**src/rtl/watch_pkg.sv**
```systemverilog
// Shared definitions for the digital watch mode controller.
//   - Mode encodings driven on watch_mode_ctrl.mode
//   - Time field widths and wrap limits
//   - Wrap-around increment helpers for hour and minute fields
package watch_pkg;

    localparam int HOUR_W = 5;
    localparam int MIN_W  = 6;

    localparam logic [HOUR_W-1:0] HOUR_MAX = 5'd23;
    localparam logic [MIN_W-1:0]  MIN_MAX  = 6'd59;

    typedef enum logic [2:0] {
        MODE_RUN      = 3'd0,
        MODE_SET_HR   = 3'd1,
        MODE_SET_MIN  = 3'd2,
        MODE_SET_AHR  = 3'd3,
        MODE_SET_AMIN = 3'd4
    } mode_t;

    function automatic logic [HOUR_W-1:0] inc_hour(input logic [HOUR_W-1:0] h);
        return (h == HOUR_MAX) ? '0 : h + 5'd1;
    endfunction

    function automatic logic [MIN_W-1:0] inc_min(input logic [MIN_W-1:0] m);
        return (m == MIN_MAX) ? '0 : m + 6'd1;
    endfunction

endpackage

```
**src/rtl/btn_conditioner.sv**
```systemverilog
// Push-button conditioner: 2-FF synchronizer, debounce filter and
// rising-edge press pulse.
//   clk, reset_n : clock, asynchronous active-low reset
//   btn          : raw asynchronous button level
//   press        : one-cycle pulse when the debounced level rises
// A button held through reset produces no press until it has been seen
// released and pressed again.
module btn_conditioner #(
    parameter int DEBOUNCE_CYCLES = 1_000_000
) (
    input  logic clk,
    input  logic reset_n,
    input  logic btn,
    output logic press
);

    localparam int CNT_W = $clog2(DEBOUNCE_CYCLES + 1);
    localparam logic [CNT_W-1:0] CNT_LAST = CNT_W'(DEBOUNCE_CYCLES - 1);

    logic             sync1, sync2;
    logic [1:0]       fill;
    logic             level, level_prev, armed;
    logic [CNT_W-1:0] cnt;

    always_ff @(posedge clk or negedge reset_n) begin
        if (!reset_n) begin
            sync1      <= 1'b0;
            sync2      <= 1'b0;
            fill       <= '0;
            level      <= 1'b0;
            level_prev <= 1'b0;
            armed      <= 1'b0;
            cnt        <= '0;
            press      <= 1'b0;
        end else begin
            sync1      <= btn;
            sync2      <= sync1;
            // fill[1] marks that sync2 now holds a real sample, not reset value
            fill       <= {fill[0], 1'b1};
            level_prev <= level;

            // Count consecutive samples that disagree with the accepted level
            if (sync2 == level)
                cnt <= '0;
            else if (cnt == CNT_LAST) begin
                level <= sync2;
                cnt   <= '0;
            end else
                cnt <= cnt + CNT_W'(1);

            // Arm only after a genuine released sample has been observed
            if (fill[1] && !sync2 && !level)
                armed <= 1'b1;

            press <= level & ~level_prev & armed;
        end
    end

endmodule

```
**src/rtl/watch_mode_ctrl.sv**
```systemverilog
// Watch mode controller and alarm scheduler.
//   clk, reset_n               : clock, asynchronous active-low reset
//   mode_btn, inc_btn, stop_btn: raw push-buttons
//   sec_tick                   : 1 Hz single-cycle tick
//   cur_hours/minutes/seconds  : current time from the watch counters
//   edit_hours/minutes         : time being edited, loaded on load_time
//   load_time                  : one-cycle strobe to load edit_hours:edit_minutes:00
//   alarm_hours/minutes        : stored alarm time
//   alarm_en, alarm_ring       : alarm armed, alarm ringing (level)
//   mode                       : current mode (see watch_pkg::mode_t)
module watch_mode_ctrl
    import watch_pkg::*;
#(
    parameter int DEBOUNCE_CYCLES    = 1_000_000,
    parameter int RING_SECONDS       = 60,
    parameter int INACTIVITY_SECONDS = 30
) (
    input  logic              clk,
    input  logic              reset_n,
    input  logic              mode_btn,
    input  logic              inc_btn,
    input  logic              stop_btn,
    input  logic              sec_tick,
    input  logic [HOUR_W-1:0] cur_hours,
    input  logic [MIN_W-1:0]  cur_minutes,
    input  logic [MIN_W-1:0]  cur_seconds,
    output logic [HOUR_W-1:0] edit_hours,
    output logic [MIN_W-1:0]  edit_minutes,
    output logic              load_time,
    output logic [HOUR_W-1:0] alarm_hours,
    output logic [MIN_W-1:0]  alarm_minutes,
    output logic              alarm_en,
    output logic              alarm_ring,
    output logic [2:0]        mode
);

    localparam int RING_W  = $clog2(RING_SECONDS + 1);
    localparam int INACT_W = $clog2(INACTIVITY_SECONDS + 1);
    localparam logic [RING_W-1:0]  RING_LAST  = RING_W'(RING_SECONDS - 1);
    localparam logic [INACT_W-1:0] INACT_LAST = INACT_W'(INACTIVITY_SECONDS - 1);

    logic p_mode, p_inc, p_stop;

    btn_conditioner #(.DEBOUNCE_CYCLES(DEBOUNCE_CYCLES)) u_mode (
        .clk(clk), .reset_n(reset_n), .btn(mode_btn), .press(p_mode));
    btn_conditioner #(.DEBOUNCE_CYCLES(DEBOUNCE_CYCLES)) u_inc (
        .clk(clk), .reset_n(reset_n), .btn(inc_btn), .press(p_inc));
    btn_conditioner #(.DEBOUNCE_CYCLES(DEBOUNCE_CYCLES)) u_stop (
        .clk(clk), .reset_n(reset_n), .btn(stop_btn), .press(p_stop));

    mode_t              state;
    logic               fired;
    logic [RING_W-1:0]  ring_cnt;
    logic [INACT_W-1:0] inact_cnt;
    logic               trigger;

    assign mode = state;

    // Alarm is suppressed while the alarm time itself is being edited
    assign trigger = alarm_en && (cur_hours == alarm_hours) &&
                     (cur_minutes == alarm_minutes) && (cur_seconds == '0) &&
                     !fired && (state != MODE_SET_AHR) && (state != MODE_SET_AMIN);

    always_ff @(posedge clk or negedge reset_n) begin
        if (!reset_n) begin
            state         <= MODE_RUN;
            edit_hours    <= '0;
            edit_minutes  <= '0;
            load_time     <= 1'b0;
            alarm_hours   <= '0;
            alarm_minutes <= '0;
            alarm_en      <= 1'b0;
            alarm_ring    <= 1'b0;
            fired         <= 1'b0;
            ring_cnt      <= '0;
            inact_cnt     <= '0;
        end else begin
            load_time <= 1'b0;

            // Mode press always takes priority over an inc press
            case (state)
                MODE_RUN: begin
                    inact_cnt <= '0;
                    if (p_mode) begin
                        state        <= MODE_SET_HR;
                        edit_hours   <= cur_hours;
                        edit_minutes <= cur_minutes;
                    end
                    if (p_stop && !alarm_ring)
                        alarm_en <= ~alarm_en;
                end
                MODE_SET_HR: begin
                    if (p_mode)     state <= MODE_SET_MIN;
                    else if (p_inc) edit_hours <= inc_hour(edit_hours);
                end
                MODE_SET_MIN: begin
                    if (p_mode) begin
                        state     <= MODE_SET_AHR;
                        load_time <= 1'b1;
                    end else if (p_inc)
                        edit_minutes <= inc_min(edit_minutes);
                end
                MODE_SET_AHR: begin
                    if (p_mode)     state <= MODE_SET_AMIN;
                    else if (p_inc) alarm_hours <= inc_hour(alarm_hours);
                end
                MODE_SET_AMIN: begin
                    if (p_mode)     state <= MODE_RUN;
                    else if (p_inc) alarm_minutes <= inc_min(alarm_minutes);
                end
                default: state <= MODE_RUN;
            endcase

            // Inactivity timeout abandons the edit without loading
            if (state != MODE_RUN) begin
                if (p_mode || p_inc || p_stop)
                    inact_cnt <= '0;
                else if (sec_tick) begin
                    if (inact_cnt == INACT_LAST) begin
                        inact_cnt <= '0;
                        state     <= MODE_RUN;
                    end else
                        inact_cnt <= inact_cnt + INACT_W'(1);
                end
            end

            // One trigger per matching minute
            if (trigger)
                fired <= 1'b1;
            else if (cur_minutes != alarm_minutes)
                fired <= 1'b0;

            // Stop beats a simultaneous trigger
            if (p_stop) begin
                alarm_ring <= 1'b0;
                ring_cnt   <= '0;
            end else if (trigger) begin
                alarm_ring <= 1'b1;
                ring_cnt   <= '0;
            end else if (alarm_ring) begin
                if (!alarm_en)
                    alarm_ring <= 1'b0;
                else if (sec_tick) begin
                    if (ring_cnt == RING_LAST) begin
                        alarm_ring <= 1'b0;
                        ring_cnt   <= '0;
                    end else
                        ring_cnt <= ring_cnt + RING_W'(1);
                end
            end
        end
    end

endmodule

```
**config.mk**
```make
export PLATFORM = sky130hd
export DESIGN_NAME = watch_mode_ctrl
export DESIGN_NICKNAME = d
export VERILOG_FILES = /design/src/rtl/watch_pkg.sv /design/src/rtl/btn_conditioner.sv /design/src/rtl/watch_mode_ctrl.sv
export SDC_FILE = /design/constraint.sdc
export NUM_CORES = 1
export LEC_CHECK = 0
export CORE_AREA = 2 2 105 132
export CTS_BUF_LIST = sky130_fd_sc_hd__clkbuf_8
export DETAILED_ROUTE_END_ITERATION = 12
export DIE_AREA = 0 0 107 134
export PLACE_DENSITY = 0.73
export SETUP_SLACK_MARGIN = 0.3
export SYNTH_ARGS = -nofsm -noshare
export SYNTH_HDL_FRONTEND = slang
export SYNTH_SLANG_ARGS = --single-unit
```
**constraint.sdc**
```tcl
create_clock -name clk -period 2.4 [get_ports clk]
set_input_delay 0.48 -clock clk [delete_from_list [all_inputs] [get_ports clk]]
set_output_delay 0.48 -clock clk [all_outputs]
set_load 0.005 [all_outputs]
```
==> out/writeup.txt, run 1 <==
The sequential cell area in the final layout is 3010 sq um, and the critical path buffer and inverter count is 1. Launching point of the worst reg2reg path: u_stop.cnt[0]. The portion of the post-synthesis area used by sequential elements came out at 50.1%. The root buffer cell is sky130_fd_sc_hd__clkbuf_8. The wire-length estimate of the detail-placed layout is 8730 microns.

The post-synthesis xor/xnor area fraction is 8.32%. The most critical setup path has its startpoint at mode[2]. The worst pin sits at a relative slew slack of 60.3%. The final reports fail on hold timing. The tools report the data required time of the worst path as 1.92 ns. The run finished, with violations left.

Yosys reports that the leading cell type by area covers 50.1% of the netlist area. The number of cells on the worst reg-to-reg path is 5. Per the OpenROAD floorplan log, the area of the die is 14300 sq um.

For this run, the script counts the antenna cells in the layout as 0. Relative to the synthesized area, the layout overhead comes to 19.5%. The fraction of final cell area spent on clock buffers and inverters in this run is 5.46%.

The synthesized instance count is 606. End of the critical path: mode[2]. The detailed placer reported the number of placed instances as 816. The CTS sink count came out at 120.

The layout contains a multi-input combinational cell count of 451. The first global-routing pass estimated 21600 microns of wire. Sorting the synthesized cells by how often they occur yields 120 x sky130_fd_sc_hd__dfrtp_1, 68 x sky130_fd_sc_hd__nor2_1, 36 x sky130_fd_sc_hd__nand3_1, 35 x sky130_fd_sc_hd__nand2_1, 34 x sky130_fd_sc_hd__xnor2_1.

After floorplanning, the core was divided into 47 placement rows. The critical path goes through clkdlybuf4s50_1. Looking at the cell usage after synthesis, the top flip-flop cell is sky130_fd_sc_hd__dfrtp_1. The number of global-route vias before repair is 4801. The I/O pin count is 51, and the maximum number of pins on one net before global-route repair is 51. The synthesis report lists the most area-consuming cells as sky130_fd_sc_hd__dfrtp_1 50%, sky130_fd_sc_hd__xnor2_1 5.0%, sky130_fd_sc_hd__nor2_1 4.3%, sky130_fd_sc_hd__xor2_1 3.4%, sky130_fd_sc_hd__nand3_1 3.0%. Warnings reported by Yosys during synthesis add up to 0. Buffers inserted during clock tree synthesis total 17. The length of the first detailed-routing pass in iterations came out at 5. The multiplexer share of the synthesized area was 2.36%.

For reference, compound AND-OR and OR-AND cells occupy 10.5% of the area reported after synthesis. Post-CTS timing repair inserted 0 buffers for setup. The run gives 0 as the final setup violation count. Setup repair after global routing could not meet its margin everywhere.

The final global-route overflow total was 0; the mean cell area of the mapped netlist was 9.90 sq um. In this run the number of H-tree levels came out at 4. The final hold violation count was 1. The final timing report lists clock skew as 0.0120 ns.

Largest combinational cell category by area: simple AND/OR/NAND/NOR gates. The cell with the largest stage delay on the worst path was sky130_fd_sc_hd__clkdlybuf4s50_1. The most critical min-delay path falls under in2async.

For this block, the initial DRC count from the detailed router was 249. The report lists the number of cells resized after CTS as 2. The multi-input combinational cells in the finished layout cover a total of 2900 sq um.

Most numerous cell in the Yosys netlist: sky130_fd_sc_hd__dfrtp_1. For the final hold slack, the log shows -0.00304 ns. The largest registers in the layout are u_inc.cnt: 20 flops, u_mode.cnt: 20 flops, u_stop.cnt: 20 flops.

The run reported a max-capacitance violation count of 0. The area fraction in and, or, nand and nor cells works out to 24.3%. The dominant kind of cell is flip-flops and latches.

The longest incremental delay of any stage on the critical path is reported as 0.58 ns. The post-detailed-routing wire length came out at 12600 microns. The net count after synthesis was 639; the buffer count excluding the clock tree in the final layout was 60.

The number of antenna violations at the first check in global routing came out at 0. The run gives 1 for the number of gates on the worst path with buffers counted. After synthesis the netlist holds a flip-flop and latch count of 120.

In the final design database the tool counted 698 nets. Leaving out filler cells and counting taps, the final layout contains 849. The clock slew seen by the registers of the worst setup and hold paths is 0.08 ns.

The yosys stat cell total is 606, and the area fraction in full adders, half adders and majority gates is 2.09%. Using the TritonRoute via totals, the vias-per-cell ratio works out to 5.64. The final layout report lists a filler cell count of 1129. After detailed routing, the number of remaining DRC violations is 0. With the warning total across the stage logs at 28, the cell leakage power is 0.00290 uW.

The worst setup path category is reg2out. Looking at the reg2reg group, the worst path ends at u_stop.level. The category of the worst setup path capture point was an output port.
run 1: routing by layer:
layer	up-vias	GRT usage (%)	wire length [microns]
li1	2295	-	-
met3	17	4.47	499
met2	123	32.9	6580
met4	0	7.50	142
met1	2350	21.8	5370
met5	-	0	0
run 1: layout by cell type (no fill, tap or decap), types with 13 or more instances in the layout:
master | netlist | final
sky130_fd_sc_hd__a21oi_1 | 33 | 33
sky130_fd_sc_hd__and3_1 | 13 | 13
sky130_fd_sc_hd__clkbuf_8 | 0 | 19
sky130_fd_sc_hd__clkdlybuf4s50_1 | 0 | 49
sky130_fd_sc_hd__dfrtp_1 | 120 | 118
sky130_fd_sc_hd__inv_1 | 15 | 16
sky130_fd_sc_hd__nand2_1 | 35 | 35
sky130_fd_sc_hd__nand3_1 | 36 | 35
sky130_fd_sc_hd__nand4_1 | 18 | 18
sky130_fd_sc_hd__nor2_1 | 68 | 67
sky130_fd_sc_hd__nor3_1 | 15 | 15
sky130_fd_sc_hd__o21ai_0 | 30 | 30
sky130_fd_sc_hd__xnor2_1 | 34 | 34
sky130_fd_sc_hd__xor2_1 | 23 | 23
run 1: through the flow:
step | total power, uW | instance area [sq um] | utilization, % | worst slack (ns)
floorplan | 2150 | 6000 | - | 0.414
global placement | 2250 | 6720 | 51.3 | 0.101
detailed placement | 2260 | 6720 | 51.3 | 0.0935
CTS | 4050 | 7120 | 54.3 | 0.331
global route | 4190 | 7170 | 54.7 | 0.291
finish | 4010 | 7170 | 54.7 | 0.363
run 1: power breakdown:
group	internal, uW	switching [uW]	total [uW]	leakage (uW)
clock	966	821	1790	0.000191
combinational	73.1	91.7	165	0.00112
sequential	2040	19.9	2060	0.00160
total	3080	933	4010	0.00290
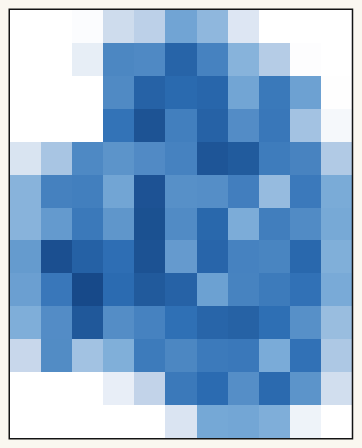
Figure 1: run 1, cell area per tile.
The die is cut into 11 by 13 equal tiles; white is low, dark blue is high, 0 to 100% covered.
mean over tiles: 49%
densest ninth of the die: centre
tiles over 75% full: 18%
emptiest ninth of the die: north-west
fullest tile: 90%
core utilization at floorplan: 45.7%
core area: 13100 sq um
Final Util: 54.7%

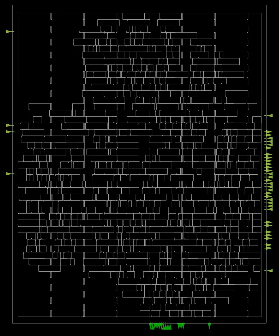
Figure 2: run 1, placement view.
FF+latch count: 120
Seq area share: 41.9%

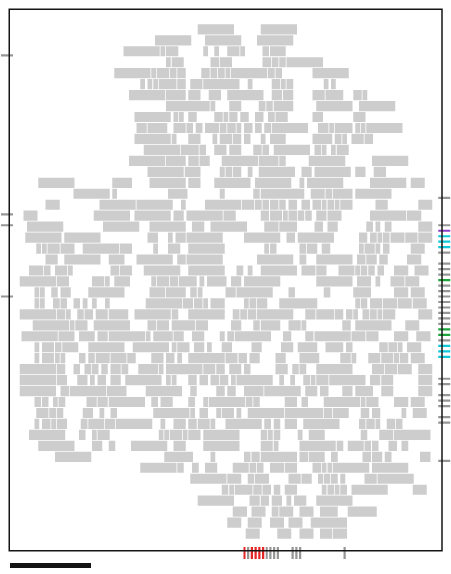
Figure 3: run 1, ports around the boundary.
Bar = 20 microns. Pins as bars across the die edge, other pins in grey.
| colour | port | pins | direction | edge |
|---|---|---|---|---|
| green | mode | 3 | output | east |
| red | edit_hours | 5 | output | south |
| cyan | cur_seconds | 6 | input | east |
| purple | alarm_en | 1 | output | east |
all pins by edge: 33 east, 14 south, 4 west
overall die width: 107 microns
quantity of I/O buffers inserted on ports: 50
die height: 134 microns

--- run 2 (diff from run 1) ---
==> constraint.sdc (replaced) <==
create_clock -name clk -period 2.1 [get_ports clk]
set_input_delay 0.42 -clock clk [delete_from_list [all_inputs] [get_ports clk]]
set_output_delay 0.42 -clock clk [all_outputs]
set_load 0.005 [all_outputs]
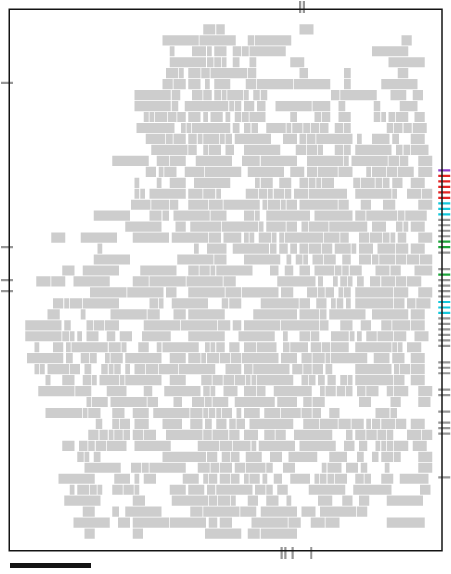
Figure 4: run 2, ports around the boundary.
Bar = 20 microns. Pins as bars across the die edge, other pins in grey.

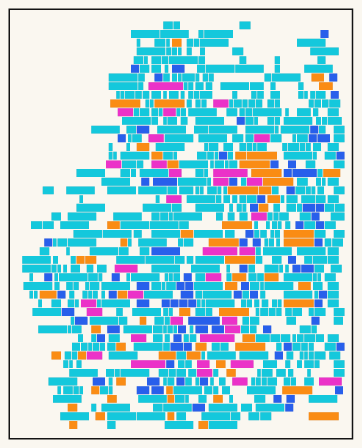
Figure 5: run 2, cell sizes after repair.
| colour | size | cells |
|---|---|---|
| blue | drive 3 to 4 | 86 |
| orange | drive 2 | 62 |
| magenta | drive 6 and up | 33 |
| cyan | drive 1 or less | 553 |
fin worst setup slack: 0.0965 ns
area of all placed cells without fillers: 7930 sq um
area growth from synthesis to layout: 32.2%
number of non-clock buffers in the layout: 118

==> out/writeup.txt, run 2 <==
With the CTS sink count at 120 (unchanged), the final hold slack is 0.353 ns (+0.356 ns). The count of nets after finishing is 756 (+8.3%), and the number of antenna violations at the first check in global routing is 0 (unchanged). The count of inserted antenna diode cells was 0 (unchanged). The logs give 0.00333 uW (+15%) for the cell leakage power and 0 (-1) for the final hold violation count.

In the layout the commonest cells are 103 x sky130_fd_sc_hd__dfrtp_1, 61 x sky130_fd_sc_hd__buf_4, 57 x sky130_fd_sc_hd__nor2_1. The run gives 5 (unchanged) for the length in cells of the worst reg-to-reg path. The dominant logic cell type in the layout was sky130_fd_sc_hd__dfrtp_1. The estimated wirelength of the detail-placed design is 9300 microns (+6.5%).

In this run the critical register-to-register path is launched from u_inc.cnt[15]. The run gives 50.1% (unchanged) for the portion of the post-synthesis area used by sequential elements. The area of the die came out at 14300 sq um (unchanged). The critical path is of the reg2reg type. The tools report the tally of max-capacitance violations as 0 (unchanged).

Yosys attributes the largest share of cell area to sky130_fd_sc_hd__dfrtp_1 50%, sky130_fd_sc_hd__xnor2_1 5.0%, sky130_fd_sc_hd__nor2_1 4.3%, sky130_fd_sc_hd__xor2_1 3.4%, sky130_fd_sc_hd__nand3_1 3.0%. The die boundary width came out at 107 microns (unchanged). The run gives 46 (-9.8%) as the maximum number of pins on one net before global-route repair.

Setup repair after global routing could not meet its margin everywhere. The delay of the slowest cell on the worst path is 0.55 ns (-0.03 ns). The switching portion of total power was 20.5% (-2.7 points). The net count after synthesis was 639 (unchanged).

The run gives 2.41 ns (+0.49 ns) for the data required time of the worst path. The cell-internal power was 3960 uW (+29%). The worst clock skew was 0.00948 ns (-0.00249 ns). Post-placement setup slack: -0.0930 ns (-0.186 ns). Ranked by instance count, the synthesized netlist is headed by 120 x sky130_fd_sc_hd__dfrtp_1, 68 x sky130_fd_sc_hd__nor2_1, 36 x sky130_fd_sc_hd__nand3_1, 35 x sky130_fd_sc_hd__nand2_1, 34 x sky130_fd_sc_hd__xnor2_1. For the filler-free cell count of the finished design, the log shows 905 (+6.6%). In the post-synthesis netlist, the cell with the most instances is sky130_fd_sc_hd__dfrtp_1. The overall die height was 134 microns (unchanged); the final core utilization was 60.5% (+5.8 points). The length of the first detailed-routing pass in iterations came out at 4 (-1). In the final layout, the registers with the most flip-flops are u_inc.cnt: 20 flops, u_mode.cnt: 20 flops, u_stop.cnt: 20 flops.

The run gives 4.7% (+0.6 points) for the combinational fraction of design power. On the critical path, the stage with the largest delay is an instance of sky130_fd_sc_hd__or4_4. The share of power burned in the clock network was 48.1% (+3.6 points). The starting density of the core came out at 45.7% (unchanged). The count of synthesis-stage warnings from yosys was 0 (unchanged).

The worst register-to-register path ends at u_inc.cnt[2]. OpenROAD reports that the post-layout worst path occupies 95.4% of the period. The ratio of routed vias to standard cells was 5.65 (+0.18%). The logs give 305 (+22%) for the violation count after the first detailed-route iteration and 827 (+1.3%) for the number of instances in the placed design. The clock slew seen by the registers of the worst setup and hold paths is 0.07 ns (about the same). Per STA, the worst path is made up of or4b_1 -> or4_4 -> o21ai_2 -> buf_12 -> nor2_1. For the switching power of the nets, the log shows 1020 uW (+9.7%). The core outline area is 13100 sq um (unchanged). The run gives 606 (unchanged) for the number of standard cells after synthesis. With the final setup violation count at 0 (unchanged), the post-place instance area is 6870 sq um (+2.2%). The synthesis-stage register bit count came out at 120 (unchanged). The tree is rooted in a sky130_fd_sc_hd__clkbuf_8. The flow ran to the end, and the final reports show no timing, DRC or antenna violations.

The number of core rows was 47 (unchanged); the I/O pin count was 51 (unchanged). The filler cell count was 1020 (-9.7%). In the synthesized netlist the dominant register cell turns out to be sky130_fd_sc_hd__dfrtp_1. The run gives 0 (unchanged) for the final global-route overflow total. The number of buffers created by CTS came out at 17 (unchanged). The run gives 9.90 sq um (unchanged) for the mean cell area of the mapped netlist.

The yosys stat cell total was 606 (unchanged).
## run 2: cell counts after synthesis
No cell type changed its count.
## run 2: final cells by class
type	instances	area (sq um)	share of cell area [%]
well taps	171	214	2.70
clock buffers	21	289	3.65
repair buffers	118	1070	13.5
multi-input cells	451	3100	39.1
inverters	15	56.3	0.710
flip-flops and latches	120	3020	38.1
clock inverters	9	173	2.18
## run 2: power by group through the flow
stage / combinational [uW] / clock [uW] / sequential [uW]
finish: 233 / 2400 / 2350
global placement: 192 / 0 / 2390
global route: 257 / 2570 / 2360
CTS: 209 / 2450 / 2350
floorplan: 68.1 / 0 / 2390
detailed placement: 199 / 0 / 2400
## run 2: what timing repair did
item / 4_1_cts / 5_1_grt
endpoints found under the setup margin: 90 / 75
gates resized: 31 / 45
pin swaps: 4 / 14
hold endpoints to repair: 10 / 0
buffers inserted: 34 / 11
hold buffers: 1 / 0
cloned: 0 / 2
## run 2: metal layers
layer	up-vias	track usage (%)	wire length, microns
met2	137	36.6	7760
met4	0	7.43	291
met5	-	0	0
met3	30	4.86	537
met1	2527	23.1	5830
li1	2416	-	-
## run 2: worst max-delay path by stage
stage / cells after the start / end
after global routing: 5 / u_inc.cnt[14]
after floorplan: 4 / u_inc.level
after CTS: 4 / u_inc.level
final: 5 / u_inc.cnt[2]
after global placement: 6 / ring_cnt[1]
after detailed placement: 6 / ring_cnt[1]
## run 2: cell families after synthesis
group | count (synthesis) | share of synthesized area (%)
AOI/OAI and AO/OA | 102 | 10.5
xor gates and xnor gates | 57 | 8.32
adders and majority gates | 10 | 2.09
buffers and inverters | 35 | 2.36
DFF | 120 | 50.1
muxes | 13 | 2.36
other | 1 | 0.0625
and+or+nand+nor | 268 | 24.3
--- run 3 (diff from run 2) ---
--- a/config.mk
+++ b/config.mk
@@ -5,10 +5,10 @@
 export SDC_FILE = /design/constraint.sdc
 export NUM_CORES = 1
 export LEC_CHECK = 0
-export CORE_AREA = 2 2 105 132
+export CORE_AREA = 4 4 107 134
 export CTS_BUF_LIST = sky130_fd_sc_hd__clkbuf_8
 export DETAILED_ROUTE_END_ITERATION = 12
-export DIE_AREA = 0 0 107 134
+export DIE_AREA = 0 0 111 138
 export PLACE_DENSITY = 0.73
 export SETUP_SLACK_MARGIN = 0.3
 export SYNTH_ARGS = -nofsm -noshare
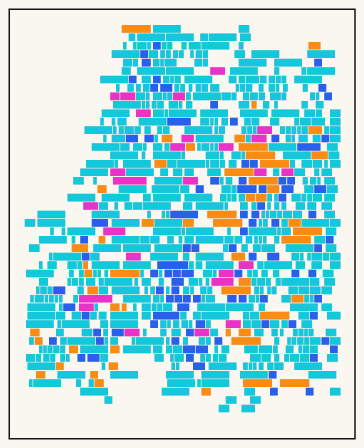
Figure 6: run 3, cell sizes after repair.
area of all placed cells without fillers: 7810 sq um
fin worst setup slack: 0.0719 ns
area growth from synthesis to layout: 30.2%

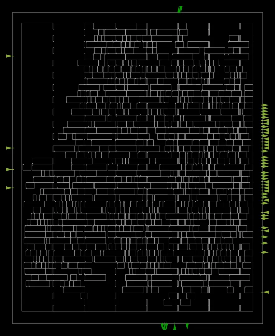
Figure 7: run 3, placement view.
row count: 47
Seq area share: 38.7%
number of inserted filler cells in the final layout: 1063
number of non-filler instances in the completed layout: 911
Final Util: 59.5%

==> out/writeup.txt, run 3 <==
The fraction of the cycle the final worst path needs is 96.6% (+1.2 points). I/O pin count: 51 (unchanged). The critical path is of the reg2reg type. The global routing stage identified its most utilized layer as met2. The tools report the core outline area as 13100 sq um (unchanged). The final global-route overflow total was 0 (unchanged); the number of antenna violations at the first check in global routing was 0 (unchanged).

The mean cell area of the mapped netlist was 9.90 sq um (unchanged); the switching portion of total power was 23.9% (+3.4 points). The number of instances in the placed design is 830 (+0.36%), and the sequential cell area in the final layout is 3020 sq um (about the same). The library cells used most frequently in the layout, excluding fill and tap cells, are 104 x sky130_fd_sc_hd__dfrtp_1, 67 x sky130_fd_sc_hd__nor2_1, 66 x sky130_fd_sc_hd__buf_4.

The synthesis-stage register bit count is 120 (unchanged), and the met3 wire length is 518 microns (-3.5%). The run gives 2010 uW (-16%) as the power drawn by the clock network. The met1 layer wirelength in the final routing is 5600 microns (-3.9%), and the switching power of the nets is 1090 uW (+6.8%). For the data required time of the worst path, the log shows 2.42 ns (about the same).

Sorting the synthesis cell report by count puts at the top sky130_fd_sc_hd__dfrtp_1. The power drawn by the sequential cells came out at 2350 uW (about the same). Listed in order, past its start point the critical path passes or4b_1 -> or4_4 -> o21ai_2 -> buf_12 -> nor2_1. The run gives 7010 microns (-9.6%) for the total length of routed met2 wires. The run gives 15300 sq um (+6.8%) as the area of the die. After synthesis, the cell types taking the most area are sky130_fd_sc_hd__dfrtp_1 50%, sky130_fd_sc_hd__xnor2_1 5.0%, sky130_fd_sc_hd__nor2_1 4.3%, sky130_fd_sc_hd__xor2_1 3.4%, sky130_fd_sc_hd__nand3_1 3.0%. Met3 capacity usage during global routing: 4.24% (-0.62 points).

The tools report the final hold violation count as 0 (unchanged). The cell leakage power came out at 0.00327 uW (-1.8%). For the count of synthesis-stage warnings from yosys, the log shows 0 (unchanged). In the power breakdown, the biggest contributor is registers. The length of the first detailed-routing pass in iterations was 5 (+1); the post-placement setup slack was -0.0724 ns (+0.0206 ns).

The clock slew seen by the registers of the worst setup and hold paths works out to 0.07 ns (about the same). The net count after synthesis was 639 (unchanged); the number of standard cells after synthesis was 606 (unchanged). The largest registers in the layout are u_inc.cnt: 20 flops, u_mode.cnt: 20 flops, u_stop.cnt: 20 flops.

The run finished with clean final reports. The tools report the violation count after the first detailed-route iteration as 304 (-0.33%). The delay of the slowest cell on the worst path is 0.57 ns (+0.02 ns). The maximum number of pins on one net before global-route repair was 57 (+24%); the count of inserted antenna diode cells was 0 (unchanged). The tools report the combinational fraction of design power as 4.6% (about the same). The dominant logic cell type in the layout is sky130_fd_sc_hd__dfrtp_1. Per the synth stats, the flop cell with the highest instance count is sky130_fd_sc_hd__dfrtp_1. The ratio of routed vias to standard cells is 5.45 (-3.5%). The run gives 31.2% (-5.4 points) as the met2 track demand over resource in global routing.
[run 3: cell types whose count changed in the layout (fill, tap and decap cells not counted), sizes merged]
cell | previous run | this run
dlymetal6s2s | 4 | 2
buf | 68 | 72
clkdlybuf4s50 | 43 | 44
clkinv | 0 | 9
dlygate4sd2 | 2 | 3
clkbuf | 21 | 17
inv | 17 | 16
clkinvlp | 2 | 3
bufinv | 5 | 2
[run 3: cell type report]
type	instances	share of cell area [%]
Timing Repair Buffer	122	13.9
Clock buffer	17	3.00
Tap cell	171	2.74
Sequential cell	120	38.7
Multi-Input combinational cell	451	39.0
Inverter	15	0.721
Clock inverter	15	1.99
[run 3: repair_timing]
action                                  4_1_cts  5_1_grt
setup buffers                                32       15
gates cloned                                  0        1
endpoints found under the setup margin       56       76
endpoints found under the hold margin        32        0
gates resized                                31       26
hold buffers                                  1        0
pin swaps                                     4        8
[run 3: cell families (layout without fill, tap and decap cells)]
logic type	count (synthesis)	in the layout	share of synthesized area (%)
compound gates	102	102	10.5
xor+xnor	57	57	8.32
fa+ha+maj	10	10	2.09
buf+inv	35	169	2.36
flops	120	120	50.1
mux	13	13	2.36
other cells	1	1	0.0625
simple gates	268	268	24.3
[run 3: final timing paths]
path / from / endpoint / slack (ns) / cells after the start
worst max-delay path: u_inc.cnt[15] / u_inc.cnt[8] / 0.07 / 5
worst min-delay path: u_mode.sync1 / u_mode.sync2 / 0.36 / 0
max in group asynchronous: reset_n / alarm_ring / 0.88 / 3
min in group asynchronous: reset_n / edit_minutes[2] / 0.48 / 2
worst min register to register: u_mode.sync1 / u_mode.sync2 / 0.36 / 0
worst max register to register: u_inc.cnt[15] / u_inc.cnt[8] / 0.07 / 5

==> screenshots <==
A small window of the routed layout.
panel A
Region (73, 94) to (93, 114) microns. Cells in grey, sequential cells in the stronger grey; small squares are vias.
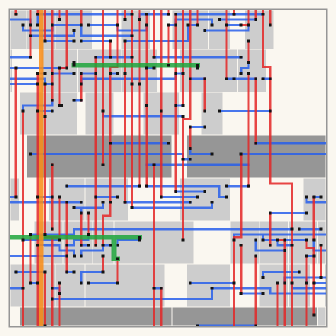
panel B
Region (70, 90) to (90, 110) microns. Cells in grey, sequential cells in the stronger grey; small squares are vias.
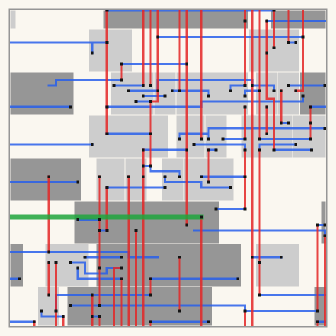
panel C
Region (70, 90) to (90, 110) microns. Cells in grey, sequential cells in the stronger grey; small squares are vias.
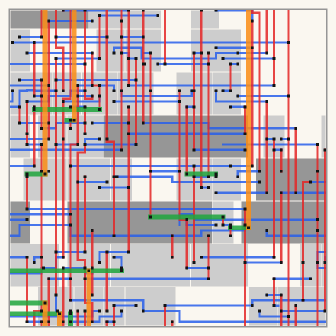
run 3: panel A
run 1: panel B
run 2: panel C

Key to panel C:
| colour | layer |
|---|---|
| orange | met4 |
| green | met3 |
| red | met2 |
| blue | met1 |
netlist names of flops here include: ring_cnt (2), edit_hours (1)
cells with their middle in the window: 33
sequential cells in the window: 3
most frequent: nor3_1 (4), dfrtp_1 (3)

Power is estimated from default activity; no workload was simulated.
